Run 1, ports around the boundary:
(3 px per um) Pins as bars across the die edge, other pins in grey.
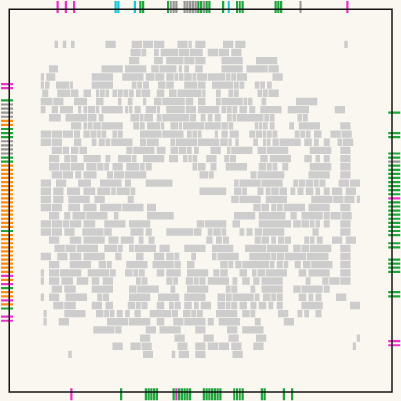
Run 1, clock nets:
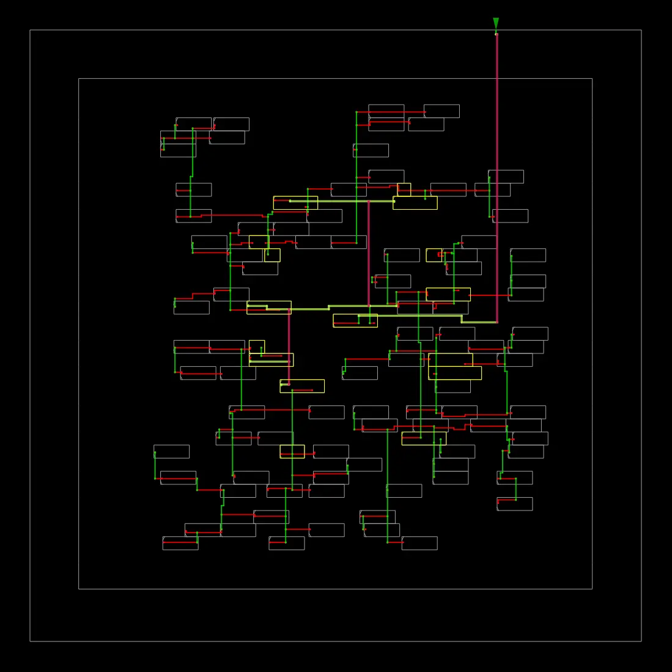
Run 1, M3 wires:
(4 px per um) Cells faint in the background.
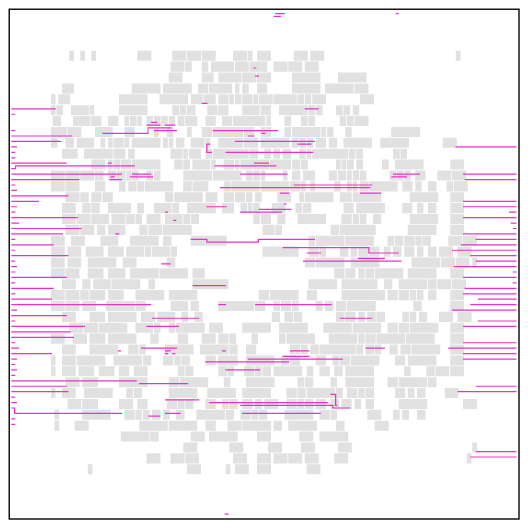
$ cat src/rtl/soc_evt_async_src.sv
`default_nettype none
// ============================================================================
// Module   : soc_evt_async_src
// Brief    : SoC-side producer of a pointer-based CDC event queue. Round-robin
//            merges N_CH event channels into a 2**LOG_DEPTH entry buffer and
//            exports a gray write pointer plus the entry array.
//            Optional accepted-event counter: SOC_EVT_ASYNC_SRC_CNT_EN.
// Revision : 1.0 - initial release
// ============================================================================
module soc_evt_async_src #(
    parameter  int N_CH       = 4,
    parameter  int EVNT_WIDTH = 8,
    parameter  int LOG_DEPTH  = 3,
    localparam int CH_W       = (N_CH > 1) ? $clog2(N_CH) : 1
) (
    input  logic                                              clk_i,
    input  logic                                              rst_i,
    input  logic [N_CH-1:0]                                   evt_valid_i,
    output logic [N_CH-1:0]                                   evt_ready_o,
    input  logic [N_CH-1:0][EVNT_WIDTH-1:0]                   evt_data_i,
    output logic [LOG_DEPTH:0]                                async_evt_wptr_o,
    output logic [2**LOG_DEPTH-1:0][CH_W+EVNT_WIDTH-1:0]      async_evt_data_o,
    input  logic [LOG_DEPTH:0]                                async_evt_rptr_i,
    output logic                                              full_o,
    output logic [LOG_DEPTH:0]                                level_o,
    output logic [15:0]                                       evt_count_o
);

    localparam int                 c_PTR_W   = LOG_DEPTH + 1;
    localparam int                 c_ENTRIES = 2**LOG_DEPTH;
    localparam int                 c_ENT_W   = CH_W + EVNT_WIDTH;
    localparam logic [LOG_DEPTH:0] c_DEPTH   = c_PTR_W'(c_ENTRIES);

    logic [LOG_DEPTH:0]                   r_wptr_bin;
    logic [LOG_DEPTH:0]                   r_wptr_gray;
    logic [LOG_DEPTH:0]                   w_wptr_bin_nxt;
    logic [LOG_DEPTH:0]                   w_rptr_bin;
    logic [LOG_DEPTH:0]                   w_level;
    logic [c_ENTRIES-1:0][c_ENT_W-1:0]    r_mem;
    logic [CH_W-1:0]                      r_rr;
    logic [CH_W-1:0]                      w_grant;
    logic [CH_W-1:0]                      w_cand;
    logic                                 w_grant_vld;
    logic                                 w_full;
    logic                                 w_push;

    // Each binary bit is the parity of all gray bits at or above it.
    always_comb begin
        w_rptr_bin = '0;
        for (int i = 0; i < c_PTR_W; i++) begin
            w_rptr_bin[i] = ^(async_evt_rptr_i >> i);
        end
    end

    assign w_level        = r_wptr_bin - w_rptr_bin;
    assign w_full         = (w_level == c_DEPTH);
    assign w_wptr_bin_nxt = r_wptr_bin + c_PTR_W'(1);

    // First requesting channel at or after the round-robin pointer.
    always_comb begin
        w_grant_vld = 1'b0;
        w_grant     = '0;
        w_cand      = '0;
        for (int i = 0; i < N_CH; i++) begin
            w_cand = CH_W'((int'(r_rr) + i) % N_CH);
            if (!w_grant_vld && evt_valid_i[w_cand]) begin
                w_grant_vld = 1'b1;
                w_grant     = w_cand;
            end
        end
    end

    assign w_push = w_grant_vld & ~w_full & ~rst_i;

    always_comb begin
        evt_ready_o = '0;
        for (int i = 0; i < N_CH; i++) begin
            evt_ready_o[i] = w_push && (w_grant == CH_W'(i));
        end
    end

    always_ff @(posedge clk_i) begin
        if (rst_i) begin
            r_wptr_bin  <= '0;
            r_wptr_gray <= '0;
            r_rr        <= '0;
            r_mem       <= '0;
        end else if (w_push) begin
            r_mem[r_wptr_bin[LOG_DEPTH-1:0]] <= {w_grant, evt_data_i[w_grant]};
            r_wptr_bin  <= w_wptr_bin_nxt;
            r_wptr_gray <= w_wptr_bin_nxt ^ (w_wptr_bin_nxt >> 1);
            r_rr        <= CH_W'((int'(w_grant) + 1) % N_CH);
        end
    end

`ifdef SOC_EVT_ASYNC_SRC_CNT_EN
    logic [15:0] r_evt_cnt;

    always_ff @(posedge clk_i) begin
        if (rst_i) begin
            r_evt_cnt <= '0;
        end else if (w_push && (r_evt_cnt != 16'hFFFF)) begin
            r_evt_cnt <= r_evt_cnt + 16'd1;
        end
    end

    assign evt_count_o = r_evt_cnt;
`else
    assign evt_count_o = 16'h0000;
`endif

    assign async_evt_wptr_o = r_wptr_gray;
    assign async_evt_data_o = r_mem;
    assign full_o           = w_full;
    assign level_o          = w_level;

    // A legal consumer never frees more than is written nor steps backwards.
    a_level_bound : assert property (@(posedge clk_i) disable iff (rst_i)
        (w_level <= c_DEPTH));
    a_rptr_step : assert property (@(posedge clk_i) disable iff (rst_i)
        (c_PTR_W'(w_rptr_bin - $past(w_rptr_bin)) <= c_DEPTH));

endmodule
`default_nettype wire

$ cat config.mk
export PLATFORM = sky130hd
export DESIGN_NAME = soc_evt_async_src
export DESIGN_NICKNAME = d
export VERILOG_FILES = /design/src/rtl/soc_evt_async_src.sv
export SDC_FILE = /design/constraint.sdc
export NUM_CORES = 1
export LEC_CHECK = 0
export ABC_CLOCK_PERIOD_IN_PS = 5600
export CAP_MARGIN = 5
export CORE_MARGIN = 10
export CORE_UTILIZATION = 41
export CTS_CLUSTER_DIAMETER = 100
export DETAILED_ROUTE_END_ITERATION = 6
export PLACE_DENSITY = 0.77
export SLEW_MARGIN = 30
export SYNTH_ARGS = -nofsm -noshare
export SYNTH_HDL_FRONTEND = slang
export SYNTH_SLANG_ARGS = --single-unit
export TNS_END_PERCENT = 5
$ cat constraint.sdc
create_clock -name clk_i -period 5.6 [get_ports clk_i]
set_input_delay 1.68 -clock clk_i [delete_from_list [all_inputs] [get_ports clk_i]]
set_output_delay 1.68 -clock clk_i [all_outputs]
set_load 0.01 [all_outputs]
==> metrics.cfg, run 1 <==
[layout]
syn_to_final_growth_pct=37.1
nNetsFinal=696
final_cells=793
regArea_mm2=0.00178
drive_above_1_share_pct=14.6
n_antenna_cell=0
logic_area_mm2=0.00269
fill_cells=1028

[floorplan]
die_area_mm2=0.0161
ios=151
core-area_mm2=0.0113
row_count=39

[job]
tool_warnings=29
max_cap_viol_count=0

[setup_path]
r2r_end=async_evt_data_o[57]
r2r_cells=9
crit_path_max_incr_delay_ps=370
critPathMaxFanout=5
worstPathRequired_ps=3920
crit_chain=buf_2 > xnor2_2 > xor2_2 > buf_4 > buf_4 > inv_1 > fa_2 > xor2_2 > nand3_2 > o31a_4 > and2_1 > buf_2
setup.worst_path.start_class=input pin
r2r-start=r_wptr_bin[0]
end_kind=primary output
crit_arrival_ps=3820

[sta]
fin_crit_sh_pct=98.2
rsz0062_at_grt=false
hold_viol=0
clock_skew_ps=9.48
min_period_ps=5500
relSlewSlack_pct=31.3
worst_pin_slew_ps=1030
tns_ps=0
slew_violations=0
hold_ws_ps=459
clock.fmax_mhz=182
setup_viol=0

[pwr]
pwr_density_cell_mw_per_mm2=351
clkPwrFrac_pct=27.8
fin_total_pwr_w=0.00226
combPwrFrac_pct=39.3
switchingPower_w=0.000845
sequentialPowerShare_pct=32.9
p_leak_nw=2.31
p_int_w=0.00141
peakVddDrop_uv=212

[global_route]
grt_max_degree=90
grt_usage_pct=18.8
grt_pass1_vias=4513
grt_pass1_wl_um=24700
gr-total-overflow=0

[detailed_routing]
drtIter0Drc=399
antenna_left=0
wl_per_cell_um=19.7
vias_per_cell=5.56
dr.pass1.iters=5
route.detailed.drc=0

[placement]
place_congestion=0.846
dp_hpwl_um=11200
placedCellCount=775
dp_slack_ps=-817

[synth]
ys_types=40
synth_chip_area_mm2=0.00470
common_cells=dfxtp_1 (89), o21ai_0 (85), nor2b_1 (67)
ys_cells=522
numSynthFlops=89
synthSimpleGateAreaFrac_pct=19.9
yosys.area.top_type=dfxtp_1
topCellsByArea=dfxtp_1 (38%), o31ai_1 (9.3%), o21ai_0 (9.1%)
synth-compound-area-share_pct=29.8
ys.flop_type=dfxtp_1
yosysSeqAreaShare_pct=37.9
netlist_instances=522
async_flop_share_pct=0
top_cell=dfxtp_1
top_logic_kind=AND-OR/OR-AND gates
ys_sh_mux_pct=0.213
adder_share_pct=2.56
yosys_warnings=0
postSynthAreaPerCell_um2=9.00
xor_area_share_pct=2.05
synth_area_mm2=0.00470

[clock_network]
cts_tree=done
clockRootBuffer=clkbuf_16
hold_buffers=0
htreeDepth=3
clk_pin_slew_ps=60

[hold_path]
hold_start=async_evt_wptr_o[0]
holdPathStages=2
hp-class=register to register

[run_status]
outcome=complete, no violations

About 'ports around the boundary':
Key: evt_count_o = magenta [pins 16, direction output, edge 7 west, 4 north, 3 east, 2 south]; evt_data_i = orange [pins 32, direction input, edge west]; async_evt_data_o = green [pins 80, direction output, edge 30 east, 27 south, 14 north, 9 west]; async_evt_wptr_o = cyan [pins 4, direction output, edge north]
All pins by edge: 56 west, 34 east, 32 north, 29 south.
IO buf count: 134
Chip Width: 127 um
die y size: 127 um

About 'clock nets':
CLK BUF: 10
Latency at later pin: 340 ps
CTS sink cnt: 89
Inserted Clock Buffers: 9

About 'M3 wires':
The wires run mostly horizontal. The layer holds 9.2% of the routed length. The longest straight run is 37.3 um.
Vias: 4413
final WL: 15600 um
met3 Usage GRT: 6.04%

-- run 1: power groups by stage --
stage | logic, W | registers [W] | clock network [W]
6_report | 0.000888 | 0.000743 | 0.000627
5_1_grt | 0.000950 | 0.000751 | 0.000659
2_1_floorplan | 0.000492 | 0.000766 | 0
3_3_place_gp | 0.000844 | 0.000753 | 0
4_1_cts | 0.000880 | 0.000743 | 0.000630
3_5_place_dp | 0.000862 | 0.000755 | 0
-- run 1: how the worst max path moves through the flow --
stage / startpoint / endpoint / slack (ps) / depth (start not counted)
floorplan: async_evt_rptr_i[3] / evt_ready_o[0] / 110 / 10
global placement: async_evt_rptr_i[3] / evt_ready_o[2] / -590 / 11
detailed placement: async_evt_rptr_i[3] / evt_ready_o[0] / -820 / 11
CTS: async_evt_rptr_i[3] / evt_ready_o[1] / 7 / 11
global route: async_evt_rptr_i[3] / evt_ready_o[1] / 20 / 12
finish: async_evt_rptr_i[3] / evt_ready_o[2] / 100 / 12
-- run 1: critical path, delay by kind of cell --
kind / cells / cell delay (ps)
buffers and inverters: 5 / 540
adders and majority gates: 1 / 370
xor gates and xnor gates: 3 / 640
AOI/OAI and AO/OA: 1 / 320
and+or+nand+nor: 2 / 260
-- run 1: cell type report --
class                   instances  share of cell area (%)
inverters                       9                   0.524
clock inverters                 6                    1.17
clock buffers                  10                    3.71
well taps                     143                    2.78
repair buffers                152                    22.5
multi-input cells             384                    41.7
flip-flops and latches         89                    27.7
-- run 1: cell families (layout without fill, tap and decap cells) --
group | Yosys count | after routing
compound gates | 195 | 195
simple gates | 152 | 152
flops | 89 | 89
buf+inv | 64 | 177
xor+xnor | 11 | 11
fa+ha+maj | 9 | 9
other cells | 1 | 16
mux | 1 | 1
-- run 1: layout by cell type, fill, tap and decap left out, types with 2 or more instances in the layout --
cell type        instances
a211oi_2                 6
a211oi_4                10
a21oi_1                 23
and2_1                   2
and2_4                   2
and3_1                  10
and3_4                  10
buf_2                    5
buf_4                   18
buf_6                    2
clkbuf_16                9
clkdlybuf4s50_1        125
clkinv_4                 2
conb_1                  16
dfxtp_1                 89
ha_1                     7
inv_1                    7
inv_2                    2
nand2_1                 19
nand3_1                 17
nand3b_1                 3
nor2_1                   6
nor2b_1                 67
nor3_1                   3
o21ai_0                 85
o31ai_1                 58
o31ai_2                  7
or3_1                    6
xnor2_1                  6
xnor2_2                  2
xor2_2                   2
-- run 1: flip-flops by register name, summed over array words and instances, names as in the netlist --
signal and cells:
async_evt_data_o 80, r_wptr_bin 4, async_evt_wptr_o 3, r_rr 2
-- run 1: routing by layer --
layer	global-route usage [%]	part of all wire, %
met1	23.0	42
met2	29.7	46
met3	6.04	9.2
met4	7.77	3.0
met5	0	0
-- run 1: stage by stage --
step,utilization (%),area (um^2)
final,56.9,6440
after global routing,56.9,6440
after CTS,56.9,6440
after floorplan,-,4750
after global placement,53.7,6080
after detailed placement,53.7,6080
-- run 1: what timing repair did --
item | 4_1_cts | 5_1_grt
setup endpoints to repair | 8 | 6
pin swaps | 11 | 6
setup buffers | 2 | 0
gates resized | 36 | 6
==> run 2: changes to the inputs <==
--- a/config.mk
+++ b/config.mk
@@ -5,7 +5,6 @@
 export SDC_FILE = /design/constraint.sdc
 export NUM_CORES = 1
 export LEC_CHECK = 0
-export ABC_CLOCK_PERIOD_IN_PS = 5600
 export CAP_MARGIN = 5
 export CORE_MARGIN = 10
 export CORE_UTILIZATION = 41
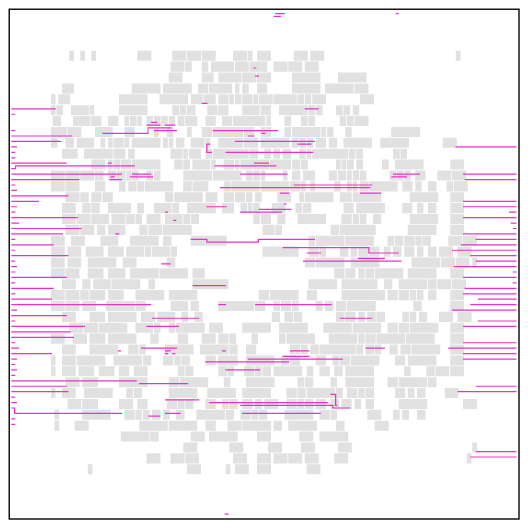
Run 2: M3 wires
(4 px per um) Cells faint in the background.
134 nets have wire on it. The wires run mostly horizontal.

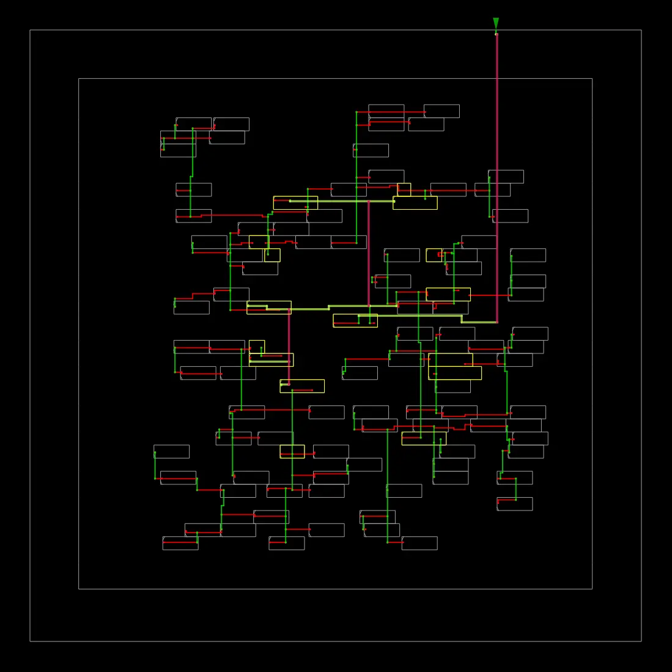
Run 2: clock nets
flop count: 89
Clock Skew: 9.48 ps
Clock net power: 0.000627 W

==> metrics.cfg, run 2 <==
[placement]
place_congestion=0.846
dp_slack_ps=-817
portBuffers=134

[pwr]
fin_total_pwr_w=0.00226
sequentialPowerShare_pct=32.9
peakVddDrop_uv=212
switchingPower_w=0.000845
clkPwrFrac_pct=27.8
p_leak_nw=2.31
combPwrFrac_pct=39.3
p_int_w=0.00141
pwr_density_cell_mw_per_mm2=351

[floorplan]
ios=151
die_w_um=127
row_count=39
core-area_mm2=0.0113
die_area_mm2=0.0161
die_h_um=127

[layout]
syn_to_final_growth_pct=37.1
fill_cells=1028
n_antenna_cell=0
lay_top_count=clkdlybuf4s50_1
largest_reg_flops=80
mostFrequentLayoutCells=clkdlybuf4s50_1 (125), dfxtp_1 (89), o21ai_0 (85), nor2b_1 (67), o31ai_1 (58)
drive_above_1_share_pct=14.6
regArea_mm2=0.00178
nNetsFinal=696
logic_area_mm2=0.00269

[detailed_routing]
vias=4413
wl_met1_um=6480
wl_per_cell_um=19.7
drtIter0Drc=399
vias_per_cell=5.56
route.met3.wl_um=1440
dr.pass1.iters=5
top_layer=met4
wl_um=15600
route.met2.wl_um=7220
route.detailed.drc=0

[clock_network]
clockRootBuffer=clkbuf_16
cts.sinks=89
cts_buffers=9
clk_pin_slew_ps=60
clk_latency_ps=340
cts_tree=done
hold_buffers=0

[synth]
numSynthFlops=89
synth_area_mm2=0.00470
synth_chip_area_mm2=0.00470
yosys_warnings=0
netlist_instances=522
common_cells=dfxtp_1 (89), o21ai_0 (85), nor2b_1 (67)
yosys.area.top_type=dfxtp_1
topCellsByArea=dfxtp_1 (38%), o31ai_1 (9.3%), o21ai_0 (9.1%)
postSynthAreaPerCell_um2=9.00
ys.flop_type=dfxtp_1
ys_cells=522
async_flop_share_pct=0
top_cell=dfxtp_1
ys_types=40

[global_route]
grt_max_degree=90
grt_pass1_wl_um=24700
grt_pass1_vias=4513
gr-total-overflow=0
grt_usage_pct=18.8

[setup_path]
setup.worst_path.start_class=input pin
end_kind=primary output
critPathMaxFanout=5
worstPathRequired_ps=3920

[sta]
relSlewSlack_pct=31.3
worst_pin_slew_ps=1030
fin_crit_sh_pct=98.2
rsz0062_at_grt=false
setup_viol=0
min_period_ps=5500
slew_violations=0
tns_ps=0
hold_viol=0
clock.fmax_mhz=182

[run_status]
outcome=complete, no violations

[hold_path]
hp-class=register to register

[job]
tool_warnings=29
max_cap_viol_count=0

[run 2: cell counts after synthesis]
Identical to the previous run, type by type.
[run 2: critical path, stage by stage]
cell     delay (ps)
buf_2           120
xnor2_2         220
xor2_2          230
buf_4           140
buf_4           100
inv_1            50
fa_2            370
xor2_2          190
nand3_2         120
o31a_4          320
and2_1          140
buf_2           130
[run 2: cell families after synthesis]
kind of cell               count (synthesis)  share of synthesized area, %
muxes                                      1                         0.213
buffers and inverters                     64                          7.51
adders and majority gates                  9                          2.56
DFF                                       89                          37.9
and+or+nand+nor                          152                          19.9
other                                      1                        0.0798
AOI/OAI and AO/OA                        195                          29.8
xor gates and xnor gates                  11                          2.05
[run 2: worst paths after layout]
| path | slack (ps) | depth (start not counted) | start | to |
|---|---|---|---|---|
| worst max-delay path | 100 | 12 | async_evt_rptr_i[3] | evt_ready_o[2] |
| worst min register to register | 460 | 2 | async_evt_wptr_o[0] | async_evt_wptr_o[0] |
| worst min-delay path | 460 | 2 | async_evt_wptr_o[0] | async_evt_wptr_o[0] |
| worst max register to register | 2700 | 9 | r_wptr_bin[0] | async_evt_data_o[57] |
[run 2: stage by stage]
step	instances	instance area [um^2]	hold WS [ps]
after floorplan	537	4750	476
after global placement	775	6080	451
after detailed placement	775	6080	458
after CTS	793	6440	467
after global routing	793	6440	477
final	793	6440	459
[run 2: routing by layer]
layer	GRT usage, %	vias to the layer above
met5	0	-
met4	7.77	0
met3	6.04	31
met2	29.7	220
met1	23.0	2089
li1	-	2073
[run 2: power by group through the flow]
stage	clock network [W]	logic, W	registers [W]
final	0.000627	0.000888	0.000743
after global routing	0.000659	0.000950	0.000751
after CTS	0.000630	0.000880	0.000743
after detailed placement	0	0.000862	0.000755
after global placement	0	0.000844	0.000753
after floorplan	0	0.000492	0.000766
[run 2: what timing repair did]
item,in CTS,in global routing
cloned,0,0
gates resized,36,6
pin swaps,11,6
buffers inserted,2,0
setup endpoints to repair,8,6
[run 2: final cells by class]
cell class / count / share of cell area [%]
multi-input combinational: 384 / 41.7
clock buffer: 10 / 3.71
sequential: 89 / 27.7
tap: 143 / 2.78
clock inverter: 6 / 1.17
timing repair buffer: 152 / 22.5
inverter: 9 / 0.524
==> run 3: changes to the inputs <==
--- a/config.mk
+++ b/config.mk
@@ -10,6 +10,7 @@
 export CORE_UTILIZATION = 41
 export CTS_CLUSTER_DIAMETER = 100
 export DETAILED_ROUTE_END_ITERATION = 6
+export GPL_ROUTABILITY_DRIVEN = 0
 export PLACE_DENSITY = 0.77
 export SLEW_MARGIN = 30
 export SYNTH_ARGS = -nofsm -noshare
==> constraint.sdc (replaced) <==
create_clock -name clk_i -period 4.52 [get_ports clk_i]
set_input_delay 1.356 -clock clk_i [delete_from_list [all_inputs] [get_ports clk_i]]
set_output_delay 1.356 -clock clk_i [all_outputs]
set_load 0.01 [all_outputs]
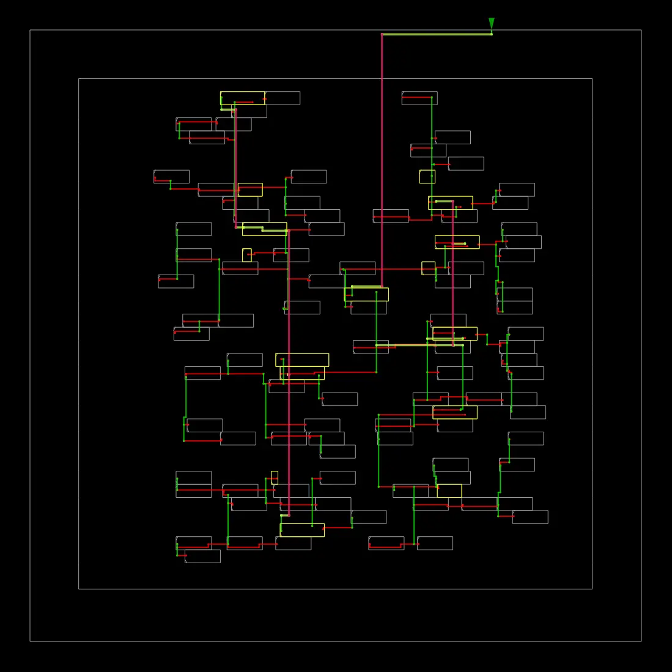
Run 3: clock nets
CLK BUF: 12
Latency at later pin: 350 ps
Clock net power: 0.000768 W
Clock Skew: 9.23 ps

==> metrics.cfg, run 3 <==
[setup_path]
path_class=input pin to primary output
setup.worst_path.start_class=input pin
r2r-start=r_wptr_bin[0]
regToRegSetupSlack_ps=1960
r2r_cells=9
crit_arrival_ps=3360
r2r_end=async_evt_data_o[68]
worstPathRequired_ps=3160
critPathMaxFanout=6
end_kind=primary output

[clock_network]
cts_buffer_depth=2
cts_buffers=9
hold_buffers=0
htreeDepth=3
cts_tree=done
clk_pin_slew_ps=60
cts.sinks=89
clockRootBuffer=clkbuf_16

[run_status]
violations=negative setup slack
outcome=finished with violations

[floorplan]
die_h_um=127
row_count=39
die_area_mm2=0.0161
ios=151
core-area_mm2=0.0113
initCoreUtil_pct=41.5
die_w_um=127

[layout]
design_area_mm2=0.00659
drive_above_1_share_pct=16.8
nNetsFinal=712
lay_top_count=clkdlybuf4s50_1
final_cells=809
mostFrequentLayoutCells=clkdlybuf4s50_1 (121), dfxtp_1 (89), o21ai_0 (85), nor2b_1 (67), o31ai_1 (58)
n_antenna_cell=0
largest_reg_flops=80
syn_to_final_growth_pct=40.3

[placement]
portBuffers=134
dp_hpwl_um=11400
placedCellCount=791
placed_cell_area_mm2=0.00625

[pwr]
combPwrFrac_pct=40.9
peakVddDrop_uv=265
clkPwrFrac_pct=27.0
p_sw_share_pct=36.5
p_leak_nw=2.40
pwr_density_cell_mw_per_mm2=430
p_int_w=0.00180
sequentialPowerShare_pct=32.0
switchingPower_w=0.00104

[global_route]
busiest_layer=met2
use_met3_pct=5.50
grtUsageMet1_pct=21.9
grt_pass1_vias=4510
grt_usage_pct=18.5
grt_pass1_wl_um=24100
use_met2_pct=30.5
antenna_found_initial=0
gr-total-overflow=0
grt_max_degree=90

[hold_path]
holdPathStages=2
hp-class=register to register
min_to=async_evt_wptr_o[0]
hold_start=async_evt_wptr_o[0]

[synth]
netlist_instances=522
synth_chip_area_mm2=0.00470
ys_cells=522
postSynthAreaPerCell_um2=9.00
yosys.area.top_type_share_pct=37.9
numSynthFlops=89
synth_area_mm2=0.00470
edf_count=0
ys.flop_type=dfxtp_1
topCellsByArea=dfxtp_1 (38%), o31ai_1 (9.3%), o21ai_0 (9.1%)
common_cells=dfxtp_1 (89), o21ai_0 (85), nor2b_1 (67)
top_cell=dfxtp_1
yosysSeqAreaShare_pct=37.9
ys_types=40
async_flop_share_pct=0
yosys.area.top_type=dfxtp_1
yosys_warnings=0

[detailed_routing]
wl_per_cell_um=19.5
wl_um=15800
vias=4432
drtIter0Drc=365
dr.pass1.iters=5
vias_per_cell=5.48
antenna_left=0
route.detailed.drc=0

[sta]
setup_viol=5
fin_crit_sh_pct=104
worst_pin_slew_ps=953
min_period_ps=4720
setup_slack_ps=-196
slew_violations=0
tns_ps=-805
rsz0062_at_grt=true
clock.fmax_mhz=212
relSlewSlack_pct=36.4
hold_viol=0

[job]
max_cap_viol_count=0
tool_warnings=32

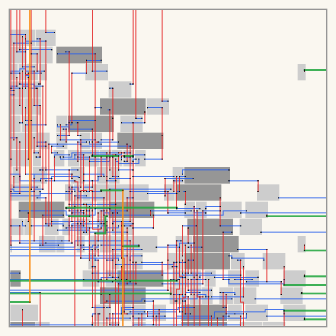
Run 3: layout detail
Window x 70 to 120, y 70 to 120 um. Cells in grey, sequential cells in the stronger grey; small squares are vias.
Key: metal 1 = blue; metal 2 = red; metal 3 = green; metal 4 = orange
Netlist names of flops here include async_evt_data_o (13), r_wptr_bin (1). 108 logic cells have their middle in the window. Most frequent: clkdlybuf4s50_1 (16), dfxtp_1 (14), o21ai_0 (13). Sequential cells in the window: 14.

==> run 3: cell types whose count changed in the layout (fill, tap and decap cells not counted), sizes merged <==
cell,delta
buf,+17
clkdlybuf4s50,-4
dlygate4sd2,+3
inv,-2
clkbuf,+1
clkdlybuf4s15,+1
==> run 3: power by group through the flow <==
stage | combinational (W) | sequential, W | clock, W
finish | 0.00116 | 0.000910 | 0.000768
global route | 0.00124 | 0.000916 | 0.000805
CTS | 0.00115 | 0.000909 | 0.000772
detailed placement | 0.00114 | 0.000925 | 0
global placement | 0.00112 | 0.000922 | 0
floorplan | 0.000627 | 0.000950 | 0
==> run 3: worst max path at each step <==
stage	start	to	slack, ps	depth (start not counted)
3_5_place_dp	async_evt_rptr_i[3]	evt_ready_o[0]	-1140	11
2_1_floorplan	async_evt_rptr_i[3]	evt_ready_o[0]	-160	10
4_1_cts	async_evt_rptr_i[2]	evt_ready_o[2]	-180	10
3_3_place_gp	async_evt_rptr_i[3]	evt_ready_o[0]	-1080	11
5_1_grt	async_evt_rptr_i[2]	evt_ready_o[1]	-250	11
6_report	async_evt_rptr_i[2]	evt_ready_o[2]	-200	10
==> run 3: cells by family after synthesis <==
group,count (synthesis),synth area share (%)
compound gates,195,29.8
simple gates,152,19.9
flops,89,37.9
buf+inv,64,7.51
xor+xnor,11,2.05
fa+ha+maj,9,2.56
other cells,1,0.0798
mux,1,0.213
==> run 3: what timing repair did <==
item,CTS,global route
pin swaps,11,1
resized,43,5
endpoints found under the setup margin,9,6
setup buffers,2,0
==> run 3: layer usage <==
metal	part of all wire, %	wire (um)	vias to the layer above
met5	0	0	-
met4	2.4	371	0
met3	9.4	1480	24
met2	47	7390	207
met1	41	6510	2089
li1	-	-	2112
==> run 3: area by class of cell <==
cell class	count	area (um^2)
Clock buffer	12	256
Clock inverter	4	51.3
Fill cell	970	4730
Inverter	9	33.8
Multi-Input combinational cell	384	2700
Sequential cell	89	1780
Tap cell	143	179
Timing Repair Buffer	168	1590
==> run 3: worst max-delay path, stage by stage <==
cell and delay [ps]:
buf_8 100, xnor2_4 140, xor2_2 190, xnor2_1 140
ha_2 190, fa_2 560, nand3_2 100, o31a_4 320
and2_4 150, buf_6 110
==> run 3: stage by stage <==
step / worst slack, ps / util, % / total power (W) / hold WS [ps]
after floorplan: -156 / - / 0.00158 / 476
after global placement: -1080 / 55.2 / 0.00204 / 450
after detailed placement: -1140 / 55.2 / 0.00207 / 457
after CTS: -177 / 58.2 / 0.00283 / 468
after global routing: -248 / 58.2 / 0.00296 / 487
final: -196 / 58.2 / 0.00284 / 466
Power is estimated from default activity; no workload was simulated.
